## src/rtl/hazard_pkg.sv

```systemverilog
// Shared types and constants for the execute-stage hazard controller.
package hazard_pkg;

  localparam int HZ_REG_BITS = 4;

  localparam logic [1:0] FWD_REG = 2'd0;
  localparam logic [1:0] FWD_WB  = 2'd1;
  localparam logic [1:0] FWD_MEM = 2'd2;

  typedef struct packed {
    logic                   valid;
    logic [HZ_REG_BITS-1:0] rd;
    logic                   regWrite;
    logic                   memToReg;
  } stage_info_t;

endpackage

```

## src/rtl/hazard_fwd_select.sv

```systemverilog
// Per-operand forwarding mux select: picks the youngest in-flight producer of the
// Execute source register, never forwarding the program-counter index.
module fwd_select
  import hazard_pkg::*;
#(
  parameter int PC_REG = 15
) (
  input  logic [HZ_REG_BITS-1:0] i_rs,
  input  logic                   i_use,
  input  stage_info_t            i_m,
  input  stage_info_t            i_w,
  output logic [1:0]             o_sel
);

  localparam logic [HZ_REG_BITS-1:0] LP_PC = HZ_REG_BITS'(PC_REG);

  logic w_src_ok;
  logic w_hit_m;
  logic w_hit_w;
  logic w_unused;

  assign w_src_ok = i_use && (i_rs != LP_PC);
  assign w_hit_m  = w_src_ok && i_m.valid && i_m.regWrite && (i_m.rd == i_rs);
  assign w_hit_w  = w_src_ok && i_w.valid && i_w.regWrite && (i_w.rd == i_rs);

  // Load flag is irrelevant here: by M the load data is already on forwardM.
  assign w_unused = i_m.memToReg ^ i_w.memToReg;

  always_comb begin
    o_sel = FWD_REG;
    if (w_hit_m) begin
      o_sel = FWD_MEM;
    end else if (w_hit_w) begin
      o_sel = FWD_WB;
    end
  end

endmodule

```

## src/rtl/hazard_controller.sv

```systemverilog
// Execute-stage hazard controller: shadow E/M/W metadata pipeline, forwarding
// selects, load-use detection, stall/flush strobes and a saturating stall counter.
module hazard_controller
  import hazard_pkg::*;
#(
  parameter int REG_BITS  = HZ_REG_BITS,
  parameter int PC_REG    = 15,
  parameter int CNT_WIDTH = 16
) (
  input  logic                 clk,
  input  logic                 rst_n,
  input  logic [REG_BITS-1:0]  rs1D,
  input  logic [REG_BITS-1:0]  rs2D,
  input  logic                 use1D,
  input  logic                 use2D,
  input  logic [REG_BITS-1:0]  rdD,
  input  logic                 regWriteD,
  input  logic                 memToRegD,
  input  logic                 validD,
  input  logic                 branchTakenE,
  output logic [1:0]           data1ForwardSelector,
  output logic [1:0]           data2ForwardSelector,
  output logic                 stallF,
  output logic                 stallD,
  output logic                 flushD,
  output logic                 flushE,
  output logic [CNT_WIDTH-1:0] stallCount
);

  localparam logic [REG_BITS-1:0] LP_PC = REG_BITS'(PC_REG);

  stage_info_t         r_e;
  stage_info_t         r_m;
  stage_info_t         r_w;
  logic [REG_BITS-1:0] r_e_rs1;
  logic [REG_BITS-1:0] r_e_rs2;
  logic                r_e_use1;
  logic                r_e_use2;
  logic [CNT_WIDTH-1:0] r_stall_count;

  stage_info_t         w_e_next;
  logic [REG_BITS-1:0] w_e_rs1_next;
  logic [REG_BITS-1:0] w_e_rs2_next;
  logic                w_e_use1_next;
  logic                w_e_use2_next;
  logic                w_src_match;
  logic                w_load_use;
  logic                w_bubble;
  logic                w_stall;

  // A load in E whose result the Decode instruction needs cannot be forwarded in time.
  assign w_src_match = (use1D && (rs1D == r_e.rd)) || (use2D && (rs2D == r_e.rd));
  assign w_load_use  = r_e.valid && r_e.memToReg && r_e.regWrite && validD &&
                       w_src_match && (r_e.rd != LP_PC);

  // A taken branch squashes the would-be stalled instruction, so it wins over the stall.
  assign w_stall  = w_load_use && !branchTakenE;
  assign w_bubble = w_load_use || branchTakenE;

  assign stallF     = w_stall;
  assign stallD     = w_stall;
  assign flushD     = branchTakenE;
  assign flushE     = w_bubble;
  assign stallCount = r_stall_count;

  always_comb begin
    w_e_next      = '0;
    w_e_rs1_next  = '0;
    w_e_rs2_next  = '0;
    w_e_use1_next = 1'b0;
    w_e_use2_next = 1'b0;
    if (!w_bubble) begin
      w_e_next.valid    = validD;
      w_e_next.rd       = rdD;
      w_e_next.regWrite = regWriteD;
      w_e_next.memToReg = memToRegD;
      w_e_rs1_next      = rs1D;
      w_e_rs2_next      = rs2D;
      w_e_use1_next     = use1D;
      w_e_use2_next     = use2D;
    end
  end

  always_ff @(posedge clk or negedge rst_n) begin
    if (!rst_n) begin
      r_e      <= '0;
      r_m      <= '0;
      r_w      <= '0;
      r_e_rs1  <= '0;
      r_e_rs2  <= '0;
      r_e_use1 <= 1'b0;
      r_e_use2 <= 1'b0;
    end else begin
      r_e      <= w_e_next;
      r_m      <= r_e;
      r_w      <= r_m;
      r_e_rs1  <= w_e_rs1_next;
      r_e_rs2  <= w_e_rs2_next;
      r_e_use1 <= w_e_use1_next;
      r_e_use2 <= w_e_use2_next;
    end
  end

  always_ff @(posedge clk or negedge rst_n) begin
    if (!rst_n) begin
      r_stall_count <= '0;
    end else if (w_stall && (r_stall_count != {CNT_WIDTH{1'b1}})) begin
      r_stall_count <= r_stall_count + 1'b1;
    end
  end

  fwd_select #(
    .PC_REG (PC_REG)
  ) u_fwd1 (
    .i_rs  (r_e_rs1),
    .i_use (r_e_use1),
    .i_m   (r_m),
    .i_w   (r_w),
    .o_sel (data1ForwardSelector)
  );

  fwd_select #(
    .PC_REG (PC_REG)
  ) u_fwd2 (
    .i_rs  (r_e_rs2),
    .i_use (r_e_use2),
    .i_m   (r_m),
    .i_w   (r_w),
    .o_sel (data2ForwardSelector)
  );

endmodule

```

## config.mk

```make
export PLATFORM = sky130hd
export DESIGN_NAME = hazard_controller
export DESIGN_NICKNAME = d
export VERILOG_FILES = /design/src/rtl/hazard_pkg.sv /design/src/rtl/hazard_fwd_select.sv /design/src/rtl/hazard_controller.sv
export SDC_FILE = /design/constraint.sdc
export NUM_CORES = 1
export LEC_CHECK = 0
export CAP_MARGIN = 15
export CORE_UTILIZATION = 54
export CTS_BUF_LIST = sky130_fd_sc_hd__clkbuf_4 sky130_fd_sc_hd__clkbuf_8 sky130_fd_sc_hd__clkbuf_16
export DETAILED_ROUTE_END_ITERATION = 10
export DONT_BUFFER_PORTS = 1
export HOLD_SLACK_MARGIN = 0.02
export PLACE_DENSITY = 0.69
export SLEW_MARGIN = 20
export SYNTH_ARGS = -nofsm -noshare
export SYNTH_HDL_FRONTEND = slang
export SYNTH_HIERARCHICAL = 1
export SYNTH_SLANG_ARGS = --single-unit
```

## constraint.sdc

```tcl
create_clock -name clk -period 2.6 [get_ports clk]
set_input_delay 0.39 -clock clk [delete_from_list [all_inputs] [get_ports clk]]
set_output_delay 0.39 -clock clk [all_outputs]
set_load 0.05 [all_outputs]
```

Figure 1. The metal 1 layer (run 1).
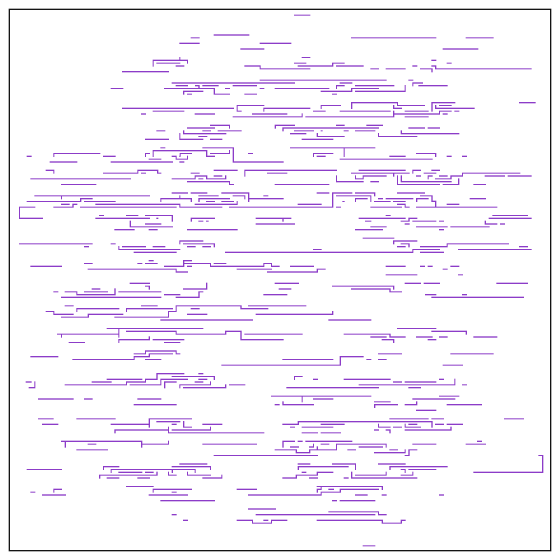
share of all routed wire: 41%
nets with wire on the layer: 213
main direction: horizontal
wire length on this layer: 1790 um

Figure 2. Sequential cells grouped by signal name (run 1).
Other sequential cells in the stronger grey, the rest of the logic in the fainter grey.
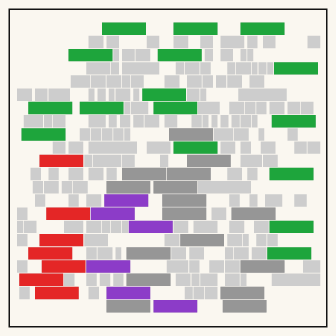
| colour | signal | placed flops |
|---|---|---|
| green | `stallCount` | 16 |
| purple | `r_m` | 6 |
| red | `r_e` | 7 |
not coloured: 16

==> impl_metrics.json, run 1 <==
{
  "run_status": "finished, final reports clean",
  "critical_path.endpoint": "flushE",
  "top_signal_layer_used": "met4",
  "drc": 0,
  "critical_path.startpoint": "r_e[3]",
  "crit_cells": 6,
  "nWellTaps": 48,
  "pre_cts_setup_slack_ns": 0.3453,
  "root_buffer": "sky130_fd_sc_hd__clkbuf_8",
  "drtAntennaViolNets": 0,
  "layout_worst_path_cycle_share": 0.9126,
  "grt.met1_usage": 0.2940,
  "setup_viol_count_final": 0,
  "die_width_um": 65.06,
  "worst_setup_hold_path_clk_slew_ns": 0.09,
  "timing_worst_setup_path_type": "reg -> out",
  "wl_met2_um": 2158,
  "fin_nets": 231,
  "crit_fanout": 17,
  "fin_hold_viols": 0,
  "final-instance-count-excl-fill": 259,
  "antenna_cells": 0,
  "sh_comb_area": 0.3939,
  "min_delay_worst_endpoint": "r_e_use2",
  "power.static_leakage_uw": 0.001077,
  "num-multi-input-gates": 131,
  "unrepaired_setup_endpoints_after_global_routing": "no",
  "post-layout-total-power_uw": 1385,
  "yosysWarnings": 6,
  "hold_start": "branchTakenE",
  "critical_path_required_ns": 2.21,
  "hold_path_class": "in -> reg",
  "detailed_routing_iteration_count_for_the_pre_antenna_repair_pass": 4,
  "wl_met3_um": 344,
  "startpoint_type": "register",
  "timing_worst_slew_pin_value_ns": 0.5095,
  "area.sequential_um2": 1126,
  "fp-row-count": 22,
  "clock_area_frac": 0.04755,
  "syn-cell-area_um2": 2147,
  "multi_input_comb_area_um2": 984.7,
  "vdd.ir_drop.worst_uv": 445.4,
  "final_cell_area_um2": 2500,
  "max-slew-margin-rel": 0.6616,
  "viasPerCell": 5.753,
  "numPlacedInstances": 249,
  "p_int_uw": 1057,
  "globalRouteTotalUtil": 0.2341,
  "clock_net_power_uw": 548,
  "cts_resized": 1,
  "finClkSkew_ns": 0.006395,
  "cpLargestDelayFamily": "simple AND/OR/NAND/NOR gates",
  "critical_path.reg2reg.endpoint": "stallCount[1]",
  "power.combinational.fraction": 0.066,
  "portBuffers": 0,
  "final-max-slew-violation-count": 0,
  "antenna_found_initial": 0,
  "design.seq.count": 45,
  "sequentialPower_uw": 747,
  "num_io_pins": 44,
  "bufAreaShareNonClock": 0.07808,
  "drt-met1-wl_um": 1787,
  "critical_path.slowest_cell": "sky130_fd_sc_hd__dfrtp_1",
  "most_area_hungry_cell_class_in_the_final_design": "registers",
  "drt_iter0_drc": 72,
  "placed_standard_cell_area_um2": 2341,
  "seq_area_frac": 0.4505,
  "min_period_ns": 2.373,
  "drv_cap": 0,
  "regToRegSetupSlack_ns": 0.66,
  "final_critical_path_setup_slack_ns": 0.2272,
  "switching_share": 0.2368,
  "crit_path_max_incr_delay_ns": 0.46,
  "seq_power_share": 0.539,
  "nonClockBufferCount": 23,
  "log.warning_count": 26,
  "global_route.peak_usage_layer": "met2",
  "critical_path.endpoint_type": "output port",
  "power.density_cell_area_nw_per_um2": 554.2,
  "post_cts.repair.setup_buffers": 0,
  "cts.htree.levels": 2,
  "comb_power_uw": 91.0,
  "globalplace.congestion": 0.8581,
  "whs_ns": 0.1524,
  "vias_in_the_first_global_route": 1482,
  "clock_buffer_count": 5,
  "timing.fmax_ghz": 0.4215,
  "cts.sink_count": 45,
  "cts_buffers": 5,
  "postSynthAreaPerCell_um2": 11.48,
  "power_frac_clock": 0.395,
  "die_area_um2": 4232,
  "timing.setup.tns_ns": 0,
  "clk_path_buf_depth": 2,
  "critPathBufInv": 2,
  "die_y_um": 65.06,
  "crit_chain": "nand4_1 -> nand2b_1 -> o32ai_4 -> nor2_2 -> inv_1 -> buf_4",
  "number_of_flip_flops_in_the_largest_register": 16,
  "tritoncts_clock_tree": "built",
  "dominant_power_group": "sequential cells",
  "worst_skew_pair.late_latency_ns": 0.30,
  "min_path_cells": 1,
  "synthesized_net_count": 208,
  "synthCells": 187,
  "grt_start_max_net_pins": 46,
  "grt_pass1_wl_um": 7176
}
Figure 3. Cell placement (run 1).
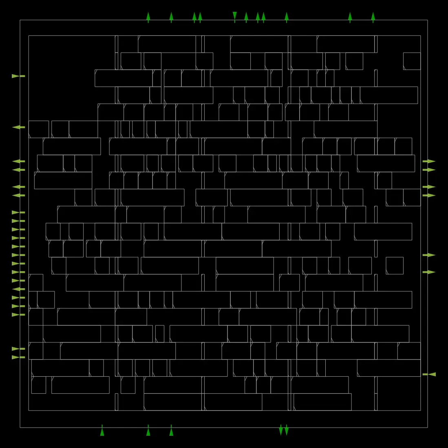
Post-Route Utilization: 0.6678
Core Box Area: 3744 um2
filler cell count in the final layout: 308

Figure 4. Metal 2 (run 1).
Cells faint in the background.
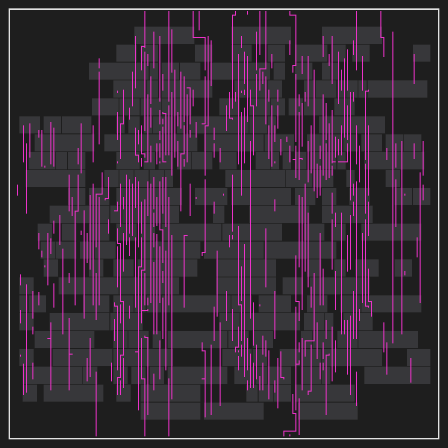
wire length on this layer: 2160 um
main direction: vertical
longest straight run: 47.3 um
nets with wire on the layer: 200
share of all routed wire: 50%
met2 routing resource usage after global routing: 0.3711
total length of routed wires: 4360 um
total number of vias: 1490

==> inputs of run 2 (changes only) <==
CORE_MARGIN = 1.5   (was unset)
clock period = 2.2 ns   (was 2.6 ns; I/O delays follow)
Figure 5. Sequential cells grouped by signal name (run 2).
Other sequential cells in the stronger grey, the rest of the logic in the fainter grey.
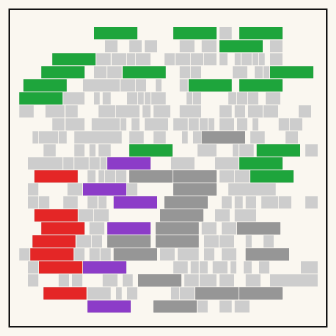
| colour | signal | placed flops |
|---|---|---|
| purple | `r_m` | 6 |
| green | `stallCount` | 16 |
| red | `r_e` | 7 |
not coloured: 16
sequential cell area in the final layout: 1126 um2
power drawn by the sequential cells: 882 uW
share of the final layout cell area in sequential cells: 0.4505

==> impl_metrics.json, run 2 <==
{
  "run_status": "finished, final reports clean",
  "worst_setup_hold_path_clk_slew_ns": 0.08,
  "tritoncts_clock_tree": "built",
  "drive_above_1_share": 0.2066,
  "dr_total_vias": 1458,
  "min_path_cells": 1,
  "number_of_flip_flops_in_the_largest_register": 16,
  "hold_start": "branchTakenE",
  "final-max-slew-violation-count": 0,
  "clock_net_power_uw": 508,
  "p_int_uw": 1130,
  "wl_met3_um": 310,
  "critical_path.endpoint_type": "output port",
  "log.warning_count": 26,
  "overflow": 0,
  "root_buffer": "sky130_fd_sc_hd__clkbuf_8",
  "globalRouteTotalUtil": 0.2123,
  "grtUsageMet3": 0.07836,
  "viasPerCell": 5.586,
  "timing.reg2reg.worst_path_depth": 6,
  "crit_chain": "xor2_1 -> nor4_2 -> and3_1",
  "startpoint_type": "register",
  "timing.fmax_ghz": 0.4762,
  "crit_cells": 3,
  "unrepaired_setup_endpoints_after_global_routing": "no",
  "cts_buffers": 5,
  "layout_top_cell": "sky130_fd_sc_hd__dfrtp_1",
  "drv_cap": 0,
  "synthCells": 187,
  "critical_path.reg2reg.endpoint": "stallCount[1]",
  "drt_iter0_drc": 101,
  "timing_worst_slew_pin_value_ns": 0.4936,
  "synthesized_net_count": 208,
  "nonClockBufferCount": 25,
  "power.static_leakage_uw": 0.001076,
  "pre_cts_setup_slack_ns": 0.3145,
  "fin_util": 0.6678,
  "top_signal_layer_used": "met4",
  "antenna_cells": 0,
  "crit_path_max_incr_delay_ns": 0.53,
  "vias_in_the_first_global_route": 1517,
  "min_delay_worst_endpoint": "r_e_use2",
  "critical_path_required_ns": 1.87,
  "switching_share": 0.2462,
  "numPlacedInstances": 251,
  "switch_pwr_uw": 369.2,
  "power.combinational.fraction": 0.074,
  "multi_input_comb_area_um2": 982.2,
  "fin_hold_viols": 0,
  "nWellTaps": 48,
  "drtAntennaViolNets": 0,
  "drt-met1-wl_um": 1781,
  "crit-reg2reg-launch": "r_e[3]",
  "min_period_ns": 2.100,
  "hpwlAfterDp_um": 3105,
  "final_critical_path_setup_slack_ns": 0.1002,
  "whs_ns": 0.09962,
  "cts.htree.levels": 2,
  "timing_worst_setup_path_type": "reg -> out",
  "finClkSkew_ns": 0.002241,
  "timing.setup.tns_ns": 0,
  "setup_viol_count_final": 0,
  "portBuffers": 0,
  "groute.layer.met2.usage": 0.3119,
  "ctsHoldBuffers": 2,
  "initial_core_util": 0.5735,
  "cts_resized": 0,
  "num-multi-input-gates": 131,
  "clock_area_frac": 0.03604,
  "num_io_pins": 44,
  "die_y_um": 66.06,
  "yosysWarnings": 6,
  "grt_pass1_wl_um": 6927,
  "post-layout-total-power_uw": 1499,
  "critical_path.endpoint": "data1ForwardSelector[1]",
  "clock_buffer_count": 5,
  "critPathBufInv": 0,
  "vdd.ir_drop.worst_uv": 436.7,
  "nFillCells": 316,
  "sh_comb_area": 0.3929,
  "dominant_logic_cell_types_in_the_final_layout": "sky130_fd_sc_hd__dfrtp_1 (45), sky130_fd_sc_hd__xnor2_1 (28), sky130_fd_sc_hd__buf_4 (21), sky130_fd_sc_hd__and2_1 (16), sky130_fd_sc_hd__nand4_1 (13)",
  "postSynthAreaPerCell_um2": 11.48,
  "nNonClkInverters": 4,
  "dominant_power_group": "sequential cells",
  "antenna_found_initial": 0,
  "syn-cell-area_um2": 2147,
  "worst_skew_pair.late_latency_ns": 0.29,
  "globalplace.congestion": 0.9257,
  "max-slew-margin-rel": 0.6721,
  "cts.sink_count": 45,
  "layout_worst_path_cycle_share": 0.9545,
  "drc": 0,
  "critPathArrivalTime_ns": 1.77,
  "die_area_um2": 4363,
  "detailed_routing_iteration_count_for_the_pre_antenna_repair_pass": 4,
  "power.density_cell_area_nw_per_um2": 599.8,
  "seq_power_share": 0.588,
  "most_area_hungry_cell_class_in_the_final_design": "registers",
  "clk_path_buf_depth": 2,
  "comb_power_uw": 110,
  "critical_path.startpoint": "r_m[4]",
  "die_width_um": 66.06,
  "routedWlPerCell_um": 15.71,
  "placed_standard_cell_area_um2": 2369,
  "power_frac_clock": 0.339,
  "crit_fanout": 3,
  "regToRegSetupSlack_ns": 0.31,
  "global_route.peak_usage_layer": "met2",
  "fp-row-count": 22,
  "final_cell_area_um2": 2500,
  "bufAreaShareNonClock": 0.09059,
  "core_box_area_um2": 3744,
  "grt.met1_usage": 0.2930,
  "hold_path_class": "in -> reg",
  "post_cts.repair.setup_buffers": 0,
  "grt_start_max_net_pins": 46,
  "wl_met2_um": 1959,
  "layout_area_overhead_pct": 16.43,
  "cpLargestDelayFamily": "simple AND/OR/NAND/NOR gates",
  "final-instance-count-excl-fill": 261,
  "critical_path.slowest_cell": "sky130_fd_sc_hd__and3_1",
  "wirelength_um": 4100,
  "design.seq.count": 45,
  "fin_nets": 233
}
No activity file was given, so power comes from the tool's default toggle rates.
